===== src/rtl/tl_ul_initiator_if.sv =====
// Core request/response port plus TileLink-UL A/D channel signal set for one initiator.
// Latency: none, wires only.
// Backpressure: valid/ready on req, rsp, A and D; master = initiator side, slave = core/responder side.
interface tl_ul_initiator_if #(
    parameter int AW     = 32,
    parameter int DW     = 128,
    parameter int SRC_W  = 3,
    parameter int SIZE_W = 8
);
    // core-side request/response
    logic              req_valid;
    logic              req_ready;
    logic              req_wr;
    logic [AW-1:0]     req_addr;
    logic [DW-1:0]     req_data;
    logic [DW/8-1:0]   req_mask;
    logic              rsp_valid;
    logic              rsp_ready;
    logic [DW-1:0]     rsp_data;
    logic              rsp_err;

    // A channel
    logic              a_valid;
    logic              a_ready;
    logic [2:0]        a_opcode;
    logic [2:0]        a_param;
    logic [SIZE_W-1:0] a_size;
    logic [SRC_W-1:0]  a_source;
    logic [AW-1:0]     a_address;
    logic [DW/8-1:0]   a_mask;
    logic [DW-1:0]     a_data;
    logic              a_corrupt;

    // D channel
    logic              d_valid;
    logic              d_ready;
    logic [2:0]        d_opcode;
    logic [1:0]        d_param;
    logic [SIZE_W-1:0] d_size;
    logic [SRC_W-1:0]  d_source;
    logic [SRC_W-1:0]  d_sink;
    logic              d_denied;
    logic [DW-1:0]     d_data;
    logic              d_corrupt;

    modport master (
        input  req_valid, req_wr, req_addr, req_data, req_mask, rsp_ready,
        output req_ready, rsp_valid, rsp_data, rsp_err,
        output a_valid, a_opcode, a_param, a_size, a_source, a_address, a_mask, a_data, a_corrupt,
        input  a_ready,
        input  d_valid, d_opcode, d_param, d_size, d_source, d_sink, d_denied, d_data, d_corrupt,
        output d_ready
    );

    modport slave (
        output req_valid, req_wr, req_addr, req_data, req_mask, rsp_ready,
        input  req_ready, rsp_valid, rsp_data, rsp_err,
        input  a_valid, a_opcode, a_param, a_size, a_source, a_address, a_mask, a_data, a_corrupt,
        output a_ready,
        output d_valid, d_opcode, d_param, d_size, d_source, d_sink, d_denied, d_data, d_corrupt,
        input  d_ready
    );
endinterface


===== src/rtl/tl_ul_initiator.sv =====
// Single-outstanding TileLink-UL initiator: core req -> A Get/PutFull/PutPartial, D ack -> core rsp.
// Latency: accept to rsp_valid 3 cycles minimum; one transaction every 4 cycles back-to-back.
// Backpressure: a_valid/rsp_valid held stable until ready; req_ready only in IDLE. Optional watchdog: TL_TIMEOUT_EN.
module tl_ul_initiator #(
    parameter int AW        = 32,
    parameter int DW        = 128,
    parameter int SRC_W     = 3,
    parameter int SIZE_W    = 8,
    parameter int SOURCE_ID = 0
`ifdef TL_TIMEOUT_EN
    ,
    parameter int TIMEOUT_CYC = 1024
`endif
) (
    input  logic               CLK,
    input  logic               RSTn,
    tl_ul_initiator_if.master  bus,
    output logic               busy
`ifdef TL_TIMEOUT_EN
    ,
    output logic               tmo_flag
`endif
);
    localparam int MW    = DW / 8;
    localparam int OFF_W = $clog2(MW);

    localparam logic [2:0] OP_PUT_FULL = 3'd0;
    localparam logic [2:0] OP_PUT_PART = 3'd1;
    localparam logic [2:0] OP_GET      = 3'd4;
    localparam logic [2:0] OP_ACK      = 3'd0;
    localparam logic [2:0] OP_ACK_DATA = 3'd1;

    typedef enum logic [1:0] {IDLE, A_SEND, D_WAIT, RSP} state_t;

    state_t            state_q, state_d;
    logic [2:0]        a_opcode_q, a_opcode_d;
    logic [SIZE_W-1:0] a_size_q, a_size_d;
    logic [SRC_W-1:0]  a_source_q, a_source_d;
    logic [AW-1:0]     a_address_q, a_address_d;
    logic [MW-1:0]     a_mask_q, a_mask_d;
    logic [DW-1:0]     a_data_q, a_data_d;
    logic [DW-1:0]     rsp_data_q, rsp_data_d;
    logic              rsp_err_q, rsp_err_d;
    logic              is_read;
    logic              d_bad;

`ifdef TL_TIMEOUT_EN
    localparam int TMO_W = $clog2(TIMEOUT_CYC + 1);
    logic [TMO_W-1:0]  tmo_cnt_q, tmo_cnt_d;
    logic              tmo_flag_q, tmo_flag_d;
    logic              tmo_hit;
`endif

    // Response attributes are deliberately ignored.
    logic unused_d_fields;
    assign unused_d_fields = ^{bus.d_param, bus.d_size, bus.d_sink};

    assign is_read = (a_opcode_q == OP_GET);
    assign d_bad   = bus.d_denied || bus.d_corrupt ||
                     (bus.d_source != SRC_W'(SOURCE_ID)) ||
                     (bus.d_opcode != (is_read ? OP_ACK_DATA : OP_ACK));
`ifdef TL_TIMEOUT_EN
    assign tmo_hit = (tmo_cnt_q >= TMO_W'(TIMEOUT_CYC - 1));
`endif

    // Next-state and payload capture for the four-state transaction sequencer.
    always_comb begin
        state_d     = state_q;
        a_opcode_d  = a_opcode_q;
        a_size_d    = a_size_q;
        a_source_d  = a_source_q;
        a_address_d = a_address_q;
        a_mask_d    = a_mask_q;
        a_data_d    = a_data_q;
        rsp_data_d  = rsp_data_q;
        rsp_err_d   = rsp_err_q;
`ifdef TL_TIMEOUT_EN
        tmo_cnt_d   = tmo_cnt_q;
        tmo_flag_d  = tmo_flag_q;
`endif
        case (state_q)
            IDLE: begin
                if (bus.req_valid) begin
                    state_d     = A_SEND;
                    a_opcode_d  = !bus.req_wr ? OP_GET :
                                  (&bus.req_mask) ? OP_PUT_FULL : OP_PUT_PART;
                    a_size_d    = SIZE_W'(OFF_W);
                    a_source_d  = SRC_W'(SOURCE_ID);
                    a_address_d = {bus.req_addr[AW-1:OFF_W], {OFF_W{1'b0}}};
                    a_mask_d    = bus.req_wr ? bus.req_mask : {MW{1'b1}};
                    a_data_d    = bus.req_wr ? bus.req_data : {DW{1'b0}};
                end
            end
            A_SEND: begin
                if (bus.a_ready) begin
                    state_d = D_WAIT;
`ifdef TL_TIMEOUT_EN
                    tmo_cnt_d = '0;
`endif
                end
            end
            D_WAIT: begin
                if (bus.d_valid) begin
                    state_d    = RSP;
                    rsp_data_d = (bus.d_opcode == OP_ACK_DATA) ? bus.d_data : {DW{1'b0}};
                    rsp_err_d  = d_bad;
                end
`ifdef TL_TIMEOUT_EN
                else if (tmo_hit) begin
                    // Give up: report an error and never take a late beat.
                    state_d    = RSP;
                    rsp_data_d = {DW{1'b0}};
                    rsp_err_d  = 1'b1;
                    tmo_flag_d = 1'b1;
                    tmo_cnt_d  = TMO_W'(TIMEOUT_CYC);
                end else begin
                    tmo_cnt_d = tmo_cnt_q + 1'b1;
                end
`endif
            end
            RSP: begin
                if (bus.rsp_ready) begin
                    state_d = IDLE;
                end
            end
            default: state_d = IDLE;
        endcase
    end

    // State and payload registers; reset abandons any transaction in flight.
    always_ff @(posedge CLK or negedge RSTn) begin
        if (!RSTn) begin
            state_q     <= IDLE;
            a_opcode_q  <= '0;
            a_size_q    <= '0;
            a_source_q  <= '0;
            a_address_q <= '0;
            a_mask_q    <= '0;
            a_data_q    <= '0;
            rsp_data_q  <= '0;
            rsp_err_q   <= 1'b0;
`ifdef TL_TIMEOUT_EN
            tmo_cnt_q   <= '0;
            tmo_flag_q  <= 1'b0;
`endif
        end else begin
            state_q     <= state_d;
            a_opcode_q  <= a_opcode_d;
            a_size_q    <= a_size_d;
            a_source_q  <= a_source_d;
            a_address_q <= a_address_d;
            a_mask_q    <= a_mask_d;
            a_data_q    <= a_data_d;
            rsp_data_q  <= rsp_data_d;
            rsp_err_q   <= rsp_err_d;
`ifdef TL_TIMEOUT_EN
            tmo_cnt_q   <= tmo_cnt_d;
            tmo_flag_q  <= tmo_flag_d;
`endif
        end
    end

    assign bus.req_ready = (state_q == IDLE);
    assign bus.a_valid   = (state_q == A_SEND);
    assign bus.d_ready   = (state_q == D_WAIT);
    assign bus.rsp_valid = (state_q == RSP);
    assign busy          = (state_q != IDLE);

    assign bus.a_opcode  = a_opcode_q;
    assign bus.a_param   = 3'd0;
    assign bus.a_size    = a_size_q;
    assign bus.a_source  = a_source_q;
    assign bus.a_address = a_address_q;
    assign bus.a_mask    = a_mask_q;
    assign bus.a_data    = a_data_q;
    assign bus.a_corrupt = 1'b0;
    assign bus.rsp_data  = rsp_data_q;
    assign bus.rsp_err   = rsp_err_q;
`ifdef TL_TIMEOUT_EN
    assign tmo_flag      = tmo_flag_q;
`endif
endmodule


===== src/flat_wrapper.sv =====
// flat-port wrapper written by rule: the top's interface ports become plain ports
module tl_ul_initiator_flat 
#(
    parameter int AW        = 32,
    parameter int DW        = 128,
    parameter int SRC_W     = 3,
    parameter int SIZE_W    = 8,
    parameter int SOURCE_ID = 0

)
  (CLK, RSTn, busy, bus_req_valid, bus_req_wr, bus_req_addr, bus_req_data, bus_req_mask, bus_rsp_ready, bus_req_ready, bus_rsp_valid, bus_rsp_data, bus_rsp_err, bus_a_valid, bus_a_opcode, bus_a_param, bus_a_size, bus_a_source, bus_a_address, bus_a_mask, bus_a_data, bus_a_corrupt, bus_a_ready, bus_d_valid, bus_d_opcode, bus_d_param, bus_d_size, bus_d_source, bus_d_sink, bus_d_denied, bus_d_data, bus_d_corrupt, bus_d_ready);
  tl_ul_initiator_if #(.AW(AW), .DW(DW), .SRC_W(SRC_W), .SIZE_W(SIZE_W)) bus_i ();
  input  logic CLK;
  input  logic RSTn;
  output logic busy;
  input wire logic [$bits(bus_i.req_valid)-1:0] bus_req_valid;
  input wire logic [$bits(bus_i.req_wr)-1:0] bus_req_wr;
  input wire logic [$bits(bus_i.req_addr)-1:0] bus_req_addr;
  input wire logic [$bits(bus_i.req_data)-1:0] bus_req_data;
  input wire logic [$bits(bus_i.req_mask)-1:0] bus_req_mask;
  input wire logic [$bits(bus_i.rsp_ready)-1:0] bus_rsp_ready;
  output wire logic [$bits(bus_i.req_ready)-1:0] bus_req_ready;
  output wire logic [$bits(bus_i.rsp_valid)-1:0] bus_rsp_valid;
  output wire logic [$bits(bus_i.rsp_data)-1:0] bus_rsp_data;
  output wire logic [$bits(bus_i.rsp_err)-1:0] bus_rsp_err;
  output wire logic [$bits(bus_i.a_valid)-1:0] bus_a_valid;
  output wire logic [$bits(bus_i.a_opcode)-1:0] bus_a_opcode;
  output wire logic [$bits(bus_i.a_param)-1:0] bus_a_param;
  output wire logic [$bits(bus_i.a_size)-1:0] bus_a_size;
  output wire logic [$bits(bus_i.a_source)-1:0] bus_a_source;
  output wire logic [$bits(bus_i.a_address)-1:0] bus_a_address;
  output wire logic [$bits(bus_i.a_mask)-1:0] bus_a_mask;
  output wire logic [$bits(bus_i.a_data)-1:0] bus_a_data;
  output wire logic [$bits(bus_i.a_corrupt)-1:0] bus_a_corrupt;
  input wire logic [$bits(bus_i.a_ready)-1:0] bus_a_ready;
  input wire logic [$bits(bus_i.d_valid)-1:0] bus_d_valid;
  input wire logic [$bits(bus_i.d_opcode)-1:0] bus_d_opcode;
  input wire logic [$bits(bus_i.d_param)-1:0] bus_d_param;
  input wire logic [$bits(bus_i.d_size)-1:0] bus_d_size;
  input wire logic [$bits(bus_i.d_source)-1:0] bus_d_source;
  input wire logic [$bits(bus_i.d_sink)-1:0] bus_d_sink;
  input wire logic [$bits(bus_i.d_denied)-1:0] bus_d_denied;
  input wire logic [$bits(bus_i.d_data)-1:0] bus_d_data;
  input wire logic [$bits(bus_i.d_corrupt)-1:0] bus_d_corrupt;
  output wire logic [$bits(bus_i.d_ready)-1:0] bus_d_ready;
  assign bus_i.req_valid = bus_req_valid;
  assign bus_i.req_wr = bus_req_wr;
  assign bus_i.req_addr = bus_req_addr;
  assign bus_i.req_data = bus_req_data;
  assign bus_i.req_mask = bus_req_mask;
  assign bus_i.rsp_ready = bus_rsp_ready;
  assign bus_req_ready = bus_i.req_ready;
  assign bus_rsp_valid = bus_i.rsp_valid;
  assign bus_rsp_data = bus_i.rsp_data;
  assign bus_rsp_err = bus_i.rsp_err;
  assign bus_a_valid = bus_i.a_valid;
  assign bus_a_opcode = bus_i.a_opcode;
  assign bus_a_param = bus_i.a_param;
  assign bus_a_size = bus_i.a_size;
  assign bus_a_source = bus_i.a_source;
  assign bus_a_address = bus_i.a_address;
  assign bus_a_mask = bus_i.a_mask;
  assign bus_a_data = bus_i.a_data;
  assign bus_a_corrupt = bus_i.a_corrupt;
  assign bus_i.a_ready = bus_a_ready;
  assign bus_i.d_valid = bus_d_valid;
  assign bus_i.d_opcode = bus_d_opcode;
  assign bus_i.d_param = bus_d_param;
  assign bus_i.d_size = bus_d_size;
  assign bus_i.d_source = bus_d_source;
  assign bus_i.d_sink = bus_d_sink;
  assign bus_i.d_denied = bus_d_denied;
  assign bus_i.d_data = bus_d_data;
  assign bus_i.d_corrupt = bus_d_corrupt;
  assign bus_d_ready = bus_i.d_ready;
  tl_ul_initiator #(.AW(AW), .DW(DW), .SRC_W(SRC_W), .SIZE_W(SIZE_W), .SOURCE_ID(SOURCE_ID)) u_core (.CLK(CLK), .RSTn(RSTn), .bus(bus_i), .busy(busy));
endmodule

===== config.mk =====
export PLATFORM = sky130hd
export DESIGN_NAME = tl_ul_initiator_flat
export DESIGN_NICKNAME = d
export VERILOG_FILES = /design/src/rtl/tl_ul_initiator_if.sv /design/src/rtl/tl_ul_initiator.sv /design/src/flat_wrapper.sv
export SDC_FILE = /design/constraint.sdc
export NUM_CORES = 1
export LEC_CHECK = 0
export ABC_AREA = 1
export CORE_AREA = 2 2 257 259
export CTS_BUF_LIST = sky130_fd_sc_hd__clkbuf_16
export DETAILED_ROUTE_END_ITERATION = 16
export DIE_AREA = 0 0 259 261
export PLACE_DENSITY = 0.44
export REMOVE_ABC_BUFFERS = 1
export SKIP_CTS_REPAIR_TIMING = 1
export SLEW_MARGIN = 20
export SYNTH_ARGS = -nofsm -noshare
export SYNTH_HDL_FRONTEND = slang
export SYNTH_SLANG_ARGS = --single-unit

===== constraint.sdc =====
create_clock -name CLK -period 1.7 [get_ports CLK]
set_clock_uncertainty 0.2 [all_clocks]
set_input_delay 0.425 -clock CLK [delete_from_list [all_inputs] [get_ports CLK]]
set_output_delay 0.425 -clock CLK [all_outputs]
set_load 0.03 [all_outputs]

==> summary.txt <==
Results of the run.

The post-synth area from yosys stat is 11700 sq um. Per the finish-stage timing summary, setup violations number 408. The final hold violation count recorded for this run is 0. The number of maximum-capacitance violations recorded for the run is 0. The multi-input combinational cell count is between 600 and 700. The highest-power group is combinational logic.

In this run the power density over the cells is between 1500 and 2000 nW/um^2. Max-slew check failures listed in the final report amount to 0. The chip occupies around 68000 sq um.

The CTS clock-pin slew for the worst setup and hold paths is roughly 0.06 ns. The main combinational cell family by area after synthesis is AND-OR/OR-AND gates. Per the final report, the share of cell area in non-clock buffers is 0.4228. The logic gate fraction of the total cell area is 0.1528. The met3 routing resource usage after global routing is 0.03813.

The kind of launch point of the worst setup path is a flop. The tally of unique sky130hd cells used after synthesis is 22. The most common logic cells in the final layout are sky130_fd_sc_hd__nand2_1 (360), sky130_fd_sc_hd__clkdlybuf4s50_1 (313), sky130_fd_sc_hd__dfrtp_1 (302). The synthesis run shows the most used standard cells to be sky130_fd_sc_hd__nand2_1 (363), sky130_fd_sc_hd__dfrtp_1 (306), sky130_fd_sc_hd__a22o_1 (128), sky130_fd_sc_hd__o21ai_0 (104), sky130_fd_sc_hd__buf_2 (36).

By area the synthesized netlist is led by sky130_fd_sc_hd__dfrtp_1 (65%), sky130_fd_sc_hd__nand2_1 (12%), sky130_fd_sc_hd__a22o_1 (9.6%). The top achievable clock speed is between 400 and 500 MHz. After global routing the overflow that remains totals 0. The final reports fail on setup timing. The routed design uses about 28000 um of met2 wire. Summing all flip-flop and latch instances after layout gives 7662 sq um.

The number of placed cells counting well taps is about 2600. Among logic cells in the layout, the one with the most instances is sky130_fd_sc_hd__nand2_1. The number of buffers on the longest clock path is 3. Counting every instance in the synthesized netlist gives ~1100. The flow ran to the end, but the final reports show violations. Summing all multi-input logic gate instances after layout gives between 3000 and 4000 sq um.

The data required time at the worst endpoint is between 1 and 1.5 ns. The post-layout minimum cycle time is approximately 2.1 ns. In the post-route analysis, the smallest setup slack over all paths is -0.4009 ns. The xor and xnor area share after synthesis is 0.

The average cell area after synthesis is 10.85 sq um. For this run, the register share of the synthesized area comes to 0.6545. The clock distribution area overhead in the final layout is 0.04777. The count of warnings emitted by yosys is 0. The largest area contributor in the netlist is sky130_fd_sc_hd__dfrtp_1.

The final cycle utilization of the critical path is 1.236. The logs give a warning total of roughly 46.
through the flow:
| stage | instance area, sq um | setup WS, ns | utilization | total power, uW |
|---|---|---|---|---|
| 5_1_grt | 23440 | -0.4785 | 0.3604 | 43060 |
| 2_1_floorplan | 11200 | -3.262 | - | 19640 |
| 3_3_place_gp | 20560 | -0.4327 | 0.3161 | 30810 |
| 6_report | 23440 | -0.4009 | 0.3605 | 41080 |
| 3_5_place_dp | 20560 | -0.4287 | 0.3161 | 30940 |
| 4_1_cts | 21680 | -0.6548 | 0.3333 | 38770 |
critical path, delay by kind of cell, from the launching register on:
kind	cells	cell delay (ns)
flops	1	0.42
buf+inv	4	0.35
fa+ha+maj	1	0.16
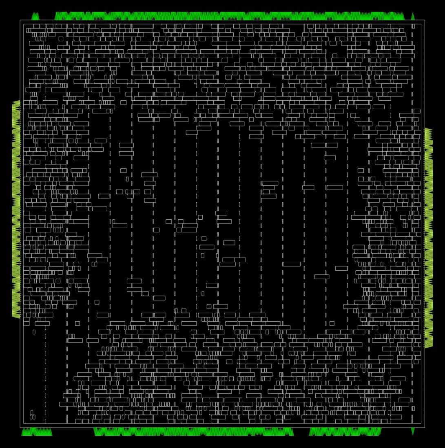
**Above:** cell outlines without signal wires.
tap cell count: 864
Core Box Area: 65040 sq um
final core utilization: 0.3605
number of filler cells placed in the layout: 6428
registers: 306

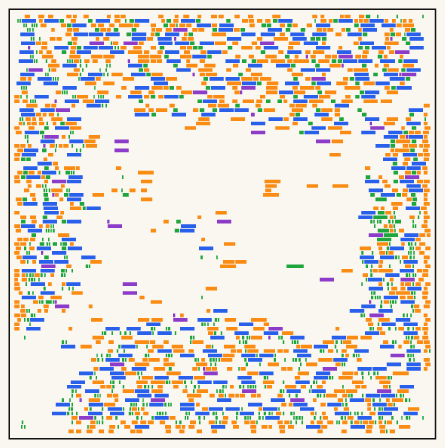
**Above:** placed cells, one color a class.
orange -> other buffers and delay cells  # cells 794
purple -> clock drivers and dummy loads  # cells 64
green -> all other logic  # cells 693
blue -> flip-flops  # cells 306
share of cell area taken by flip-flops and latches: 0.3268
Non-Filler Cell Area, Final: 23440 sq um
row count: 94

No activity file was given, so power comes from the tool's default toggle rates.
